Figure 1. Clock network drawn from the DEF.
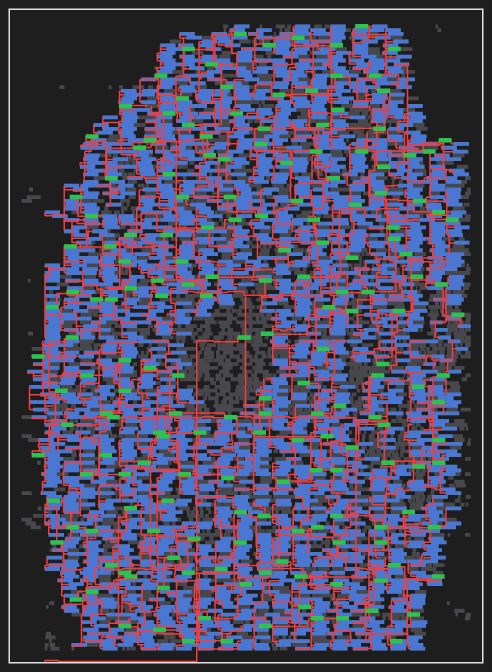
Figure 2. Metal 4.
Scale bar: 100 um.
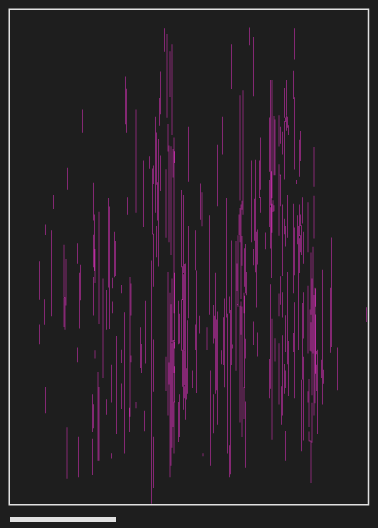
Figure 3. Clock wiring as the flow saved it.
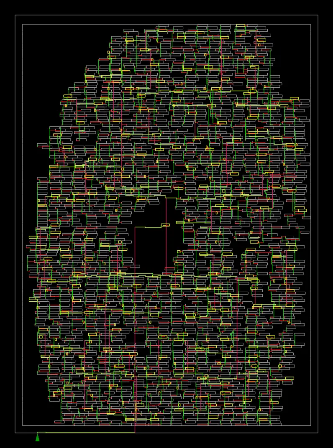
Figure 4. Pin map.
Pins as bars across the die edge, other pins in gray.
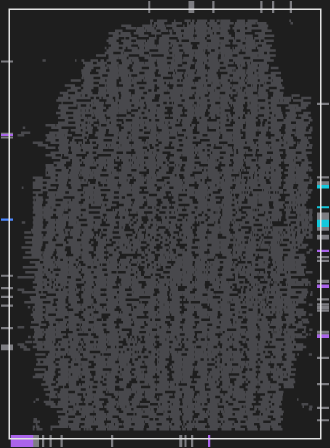
**config.mk**
```make
export PLATFORM = sky130hd
export DESIGN_NAME = dmem_mmio
export DESIGN_NICKNAME = d
export VERILOG_FILES = /design/src/rtl/dmem_mmio.sv
export SDC_FILE = /design/constraint.sdc
export NUM_CORES = 2
export LEC_CHECK = 0
export CORE_ASPECT_RATIO = 1.4
export CORE_MARGIN = 8
export CORE_UTILIZATION = 56
export CTS_BUF_LIST = sky130_fd_sc_hd__clkbuf_8 sky130_fd_sc_hd__clkbuf_16
export DETAILED_ROUTE_END_ITERATION = 6
export PLACE_DENSITY = 0.71
export SYNTH_ARGS = -nofsm -noshare
export SYNTH_HDL_FRONTEND = slang
export SYNTH_SLANG_ARGS = --single-unit
export TNS_END_PERCENT = 20
```
**constraint.sdc**
```tcl
create_clock -name clk -period 2.2 [get_ports clk]
set_input_delay 0.22 -clock clk [delete_from_list [all_inputs] [get_ports clk]]
set_output_delay 0.22 -clock clk [all_outputs]
set_load 0.03 [all_outputs]
```
**src/rtl/dmem_mmio.sv**
```systemverilog
// ---------------------------------------------------------------------------
// dmem_mmio
//
// Data-memory stage for the single-cycle core. Every access finishes in one
// cycle: stores commit on the rising clock edge and loads are combinational
// from addr. Back-pressure is reported through STATUS bits only, never
// through wait states.
//
// Address map:
//   addr[31] = 0 : word RAM, index addr[AW+1:2]. All other address bits are
//                  ignored, so out-of-range addresses wrap onto the RAM.
//   addr[31] = 1 : MMIO page, decoded on addr[3:2] only
//                  0 TXDATA  write pushes writedata[7:0], read returns 0
//                  1 STATUS  {16'b0, count[7:0], 4'b0, overflow, empty, full,
//                            1'b0}; any write clears overflow
//                  2 CYCLE   free-running cycle counter, write loads it
//                  3 unused  reads 0, writes ignored
//
// Optional feature macro: DMEM_MMIO_CYCLE_CNT_EN
//   defined   : the 32-bit cycle counter exists.
//   undefined : no counter register; CYCLE reads 0 and CYCLE writes are
//               ignored.
//
// Ports:
//   clk        rising-edge clock
//   reset      asynchronous, active-high reset (FIFO state, overflow, counter;
//              RAM contents are kept)
//   memwrite   store strobe from the core
//   addr       byte address (core ALU result)
//   writedata  store data
//   readdata   load data, combinational from addr
//   tx_data    head byte of the transmit FIFO
//   tx_valid   transmit FIFO is non-empty
//   tx_ready   consumer accepts the head byte this cycle
//
// Drain handshake: a byte is transferred on a rising edge where both
// tx_valid and tx_ready are 1. While tx_valid=1 and tx_ready=0 the head byte
// (tx_data) is held stable. tx_valid never depends on tx_ready. tx_data is
// meaningless while tx_valid=0.
// ---------------------------------------------------------------------------
module dmem_mmio #(
    parameter int MEM_WORDS  = 64,
    parameter int FIFO_DEPTH = 8
) (
    input  logic        clk,
    input  logic        reset,
    input  logic        memwrite,
    input  logic [31:0] addr,
    input  logic [31:0] writedata,
    output logic [31:0] readdata,
    output logic [7:0]  tx_data,
    output logic        tx_valid,
    input  logic        tx_ready
);

    localparam int AW = $clog2(MEM_WORDS);
    localparam int PW = $clog2(FIFO_DEPTH);
    localparam int CW = PW + 1;

    localparam logic [1:0] REG_TXDATA = 2'd0;
    localparam logic [1:0] REG_STATUS = 2'd1;
    localparam logic [1:0] REG_CYCLE  = 2'd2;

    // ------------------------------------------------------------------
    // Address decode
    // ------------------------------------------------------------------
    logic          sel_ram;
    logic          sel_mmio;
    logic [1:0]    mmio_reg;
    logic [AW-1:0] ram_idx;

    assign sel_ram  = ~addr[31];
    assign sel_mmio = addr[31];
    assign mmio_reg = addr[3:2];
    assign ram_idx  = addr[AW+1:2];

    // Bits that play no part in decoding; folded together only to show
    // they are deliberately ignored.
    logic unused_addr_bits;
    assign unused_addr_bits = ^{addr[30:AW+2], addr[1:0]};

    logic ram_we;
    logic push;
    logic status_wr;

    assign ram_we    = memwrite & sel_ram;
    assign push      = memwrite & sel_mmio & (mmio_reg == REG_TXDATA);
    assign status_wr = memwrite & sel_mmio & (mmio_reg == REG_STATUS);

    // ------------------------------------------------------------------
    // Word RAM: zero at time 0, untouched by reset, full-word writes only.
    // The read is asynchronous, so a load in the same cycle as a store to
    // the same word still sees the old contents.
    // ------------------------------------------------------------------
    logic [31:0] ram [MEM_WORDS] = '{default: '0};

    always_ff @(posedge clk) begin
        if (ram_we) begin
            ram[ram_idx] <= writedata;
        end
    end

    // ------------------------------------------------------------------
    // Transmit FIFO
    // ------------------------------------------------------------------
    logic [7:0]    fifo_mem [FIFO_DEPTH];
    logic [PW-1:0] wr_ptr;
    logic [PW-1:0] rd_ptr;
    logic [CW-1:0] count;
    logic          overflow;

    logic full;
    logic empty;
    logic pop;
    logic push_ok;

    assign full     = (count == CW'(FIFO_DEPTH));
    assign empty    = (count == '0);
    assign tx_valid = ~empty;
    assign tx_data  = fifo_mem[rd_ptr];
    assign pop      = tx_valid & tx_ready;
    // When full, a push still fits if the head leaves on the same edge. In
    // that case wr_ptr equals rd_ptr, and the slot being overwritten is the
    // one being popped, so the head byte is consumed before it is replaced.
    assign push_ok  = push & (~full | pop);

    always_ff @(posedge clk) begin
        if (push_ok) begin
            fifo_mem[wr_ptr] <= writedata[7:0];
        end
    end

    always_ff @(posedge clk or posedge reset) begin
        if (reset) begin
            wr_ptr   <= '0;
            rd_ptr   <= '0;
            count    <= '0;
            overflow <= 1'b0;
        end else begin
            if (push_ok) begin
                wr_ptr <= wr_ptr + 1'b1;
            end
            if (pop) begin
                rd_ptr <= rd_ptr + 1'b1;
            end
            case ({push_ok, pop})
                2'b10:   count <= count + 1'b1;
                2'b01:   count <= count - 1'b1;
                default: count <= count;
            endcase
            // A dropped byte takes priority over a clearing STATUS write.
            if (push && full && !pop) begin
                overflow <= 1'b1;
            end else if (status_wr) begin
                overflow <= 1'b0;
            end
        end
    end

    logic [31:0] status_word;
    assign status_word = {16'b0, 8'(count), 4'b0, overflow, empty, full, 1'b0};

    // ------------------------------------------------------------------
    // Cycle counter (optional)
    // ------------------------------------------------------------------
    logic [31:0] cycle_rd;

`ifdef DMEM_MMIO_CYCLE_CNT_EN
    logic        cycle_wr;
    logic [31:0] cycle_cnt;

    assign cycle_wr = memwrite & sel_mmio & (mmio_reg == REG_CYCLE);

    // A software load replaces the increment on that edge, so the value
    // written is exactly what the next cycle reads.
    always_ff @(posedge clk or posedge reset) begin
        if (reset) begin
            cycle_cnt <= '0;
        end else if (cycle_wr) begin
            cycle_cnt <= writedata;
        end else begin
            cycle_cnt <= cycle_cnt + 32'd1;
        end
    end

    assign cycle_rd = cycle_cnt;
`else
    assign cycle_rd = '0;
`endif

    // ------------------------------------------------------------------
    // Load data mux
    // ------------------------------------------------------------------
    always_comb begin
        readdata = '0;
        if (sel_ram) begin
            readdata = ram[ram_idx];
        end else begin
            case (mmio_reg)
                REG_STATUS: readdata = status_word;
                REG_CYCLE:  readdata = cycle_rd;
                default:    readdata = '0;
            endcase
        end
    end

endmodule

```
==> summary.txt <==
Notes on the physical design

For this run, the number of standard cells in the final layout without fillers is about 6.4k. In the log, the iteration count for the first detailed-route pass is 6. The count of final hold-check violations is 0. Summing all non-filler instances in the final layout gives an area of 98600 um2.

The clock tree has to reach 2123 sinks. The post-detailed-placement half-perimeter wirelength is 146000 um. Across all checked pins, the minimum headroom to the slew limit is about two fifths. The clock input transition at the sequential cells of the worst setup and hold paths is 60 ps. The maximum frequency from static timing analysis is between 300 and 400 MHz. Global routing used between 20% and 30% of the available tracks.

The area recorded from the Yosys report for this design is 81500 um2. The final reports fail on setup timing. The sum of routed wire length over all layers is about 230000 um. After routing, the total negative slack on setup checks comes to -27860 ps. The main area contributors are sky130_fd_sc_hd__edfxtp_1, sky130_fd_sc_hd__mux4_2, sky130_fd_sc_hd__mux2i_1. The cell at the root of the clock tree is sky130_fd_sc_hd__clkbuf_16. The area of the mapped netlist is 81500 um2. For this run, the slowest stage of the critical path takes approximately 550 ps. On the final layout, the worst hold slack is 35.9 ps. The register share after synthesis is around four fifths.

The number of input and output port buffers inserted is 83. The fraction of synthesized cell area taken by the top area cell type is just under 80%. The share of final-layout standard cells stronger than drive strength 1 is 38.5%.

From the final report, the count of setup violators was given as 41. Setup repair after global routing could not meet its margin everywhere. The data arrival time at the worst-slack endpoint is just under 3000 ps. The critical-path cell with the highest stage delay is sky130_fd_sc_hd__mux4_2.

The final timing report derives a shortest allowable period of between 3000 and 4000 ps. The global placement routability congestion is 0.882. Once placement finished, the instance area stood at 91700 um2. The most common cell in the synthesized netlist is sky130_fd_sc_hd__edfxtp_1. After detailed routing, the average wire length per cell comes to between 30 and 40 um.

The share of the core filled by cells before placement is 56.4%. Per STA, the library cell used most along the worst path is sky130_fd_sc_hd__mux4_2. The proportion of register bits with asynchronous set or reset after synthesis is 0.518%. The violation count after the first detailed-route iteration is 5832. The type of element capturing the critical path is an output pin. Looking at the VDD voltage map, the peak drop is 1.01 mV. The final routed DRC violation total is 0. The routed via count is approximately 43k. In this run the count of I/O pins placed on the die edge is approximately 110. For this run, the leading register cell type out of synthesis is sky130_fd_sc_hd__edfxtp_1. The synthesized flop and latch total is 2123. The number of distinct library cells after synthesis is 60.

The number of setup buffers added after CTS is 0. The number of placed instances with taps included is approximately 6.1k. Along the worst path, the maximum fanout reaches 1. The total leakage power is around 32 nW. Per the layout report, the design carries 8641 filler cells. For this run, the post-layout net count is around 4.4k. The core footprint is 145000 um2.

Broken down by cell family, the worst path's largest delay share belongs to multiplexers. The script reports the combined buffer and inverter count of the critical path as 1. The synthesized net count is 3685. For this design, Yosys synthesis ends with a cell count of 3614. Per the OpenROAD floorplan log, the area of the die is 158000 um2. The cell type that accounts for the most area after synthesis is sky130_fd_sc_hd__edfxtp_1. For reference, the top cells by count after synthesis are sky130_fd_sc_hd__edfxtp_1, sky130_fd_sc_hd__mux4_2, sky130_fd_sc_hd__mux2i_1, sky130_fd_sc_hd__nor2_1, sky130_fd_sc_hd__nand2_1. The class of the most critical hold timing path is input port to register. The number of rows created at floorplan is 165. The number of OpenROAD warnings is 55. The run finished, with violations left. Power spread over the standard cell area amounts to 845 nW/um2. The launching element type of the critical path is a register.

Entering global routing, the biggest net connects around 73 pins. TritonCTS built the clock tree. The final tally of max-slew violations is 0. Logged for this run, the post-placement worst setup slack is -928 ps. The synthesis warning total is 0.

In this run, CTS created clock tree buffers numbering between 150 and 200. The number of antenna violations at the first check in global routing is 5. The vertical extent of the die is 467 um. The final worst setup slack is -974 ps.

STA puts the critical path data required time at a little under 2000 ps. The via-per-instance ratio is about 6.7. The post-synthesis instance total is 3614. Counting flops with a built-in enable in the synthesized netlist gives between 2k and 2.5k.

The signal on the critical path passes through mux4_2 > mux4_2 > a22o_1 > o31a_1 > buf_6. The clock insertion delay at the later pin of the skew report is 830 ps. Overall power consumption after layout is estimated at 83.4 mW. The global-route wire length before repair is 321000 um. Post-route period utilization is reported as 144%. Summed over all layers, the global routing overflow is 0. Looking at the clock tree report, the H-tree level count equals 4.

CTS reports a maximum clock tree buffer depth of 3. The horizontal die dimension is 338 um. The start-to-end type of the worst setup path is register to output pin. The flow measured a signed area growth from synthesis to layout of 21.1%. The via count of the first global-routing pass was 43.3k. Per the post-route antenna check, the number of violating nets is 0. Cells fill 68.2% of the core in the end. After synthesis, the mean cell area works out to between 20 and 25 um2.

The slew at the pin closest to its max-slew limit is 874 ps. The run reported a max-capacitance violation count of 0.
About Figure 1:
[red] clock wires | length: 21.1 mm
[blue] flip-flops | count: 2123
[green] cells driving clock nets | count: 184
flops lie: all over the die
routed clock nets: 185

About Figure 2:
nets with wire on the layer: 165
wire length on this layer: 13900 um

About Figure 3:
Worst Clk Skew: 12.6 ps
clock buf count: 185

About Figure 4:
| color | port | pins | direction | edge |
|---|---|---|---|---|
| blue | memwrite | 1 | input | left |
| cyan | tx_data | 8 | output | right |
| purple | addr | 32 | input | 26 bottom, 5 right, 1 left |

cell usage in the layout (no fill, tap or decap), drive strengths merged, types with 15 or more instances in the layout:
| cell | instances |
|---|---|
| edfxtp | 2112 |
| buf | 709 |
| mux4 | 506 |
| clkbuf | 185 |
| mux2i | 162 |
| nor2 | 101 |
| nand2 | 87 |
| clkinv | 82 |
| o22ai | 73 |
| inv | 50 |
| a22oi | 49 |
| mux2 | 46 |
| a21oi | 45 |
| o21ai | 42 |
| dlygate4sd3 | 22 |
| bufinv | 17 |
| nand3 | 15 |
| nor4 | 15 |
power breakdown:
group	internal (mW)	switching, mW
clock network	17.3	14.3
logic	3.12	3.72
registers	44.7	0.176
registers in the layout, indices dropped and copies added, names as in the netlist:
name / cells
wr_ptr: 3
ram: 2048
count: 4
overflow: 1
rd_ptr: 3
fifo_mem: 64
kinds of logic (layout without fill, tap and decap cells):
| kind of cell | after synthesis | in the layout | synth area share (%) |
|---|---|---|---|
| adders and majority gates | 3 | 3 | 0.0461 |
| muxes | 714 | 714 | 16.6 |
| other | 0 | 3 | 0 |
| and+or+nand+nor | 289 | 289 | 1.66 |
| buffers and inverters | 206 | 1081 | 1.23 |
| AOI/OAI and AO/OA | 272 | 272 | 2.19 |
| xor gates and xnor gates | 7 | 7 | 0.0753 |
| DFF | 2123 | 2123 | 78.2 |
area by class of cell:
type / instances / area, um2 / area share [%]
Clock buffer: 185 / 4630 / 4.69
Tap cell: 1920 / 2400 / 2.44
Multi-Input combinational cell: 1285 / 18200 / 18.4
Inverter: 6 / 30.0 / 0.0304
Antenna cell: 3 / 7.51 / 0.00761
Sequential cell: 2123 / 63700 / 64.6
Clock inverter: 147 / 1220 / 1.24
Timing Repair Buffer: 743 / 8450 / 8.56
routing by layer:
layer	GRT usage, %	share of wire [%]
met5	0	0
met4	14.8	6.0
met2	48.6	50
met1	35.9	35
met3	5.73	9.7
repair_timing:
item / in CTS / in global routing
pin swaps: 29 / 15
endpoints found under the setup margin: 41 / 41
endpoints found under the hold margin: 568 / 0
hold buffers: 22 / 0
gates resized: 156 / 35
final timing paths:
path,start,endpoint,slack (ps),cells after the start
setup / recovery,ram[7][12]$_DFFE_PP_,readdata[12],-970,5
hold / removal,writedata[19],ram[7][19]$_DFFE_PP_,40,2
setup reg to reg,count[0]$_DFFE_PP0P_,count[2]$_DFFE_PP0P_,150,8
hold reg to reg,overflow$_DFFE_PP0P_,overflow$_DFFE_PP0P_,570,2
max in group asynchronous,reset,wr_ptr[2]$_DFFE_PP0P_,1630,3
min in group asynchronous,reset,wr_ptr[1]$_DFFE_PP0P_,260,3
Power figures rest on the tool's default switching activity, not on a simulated workload.
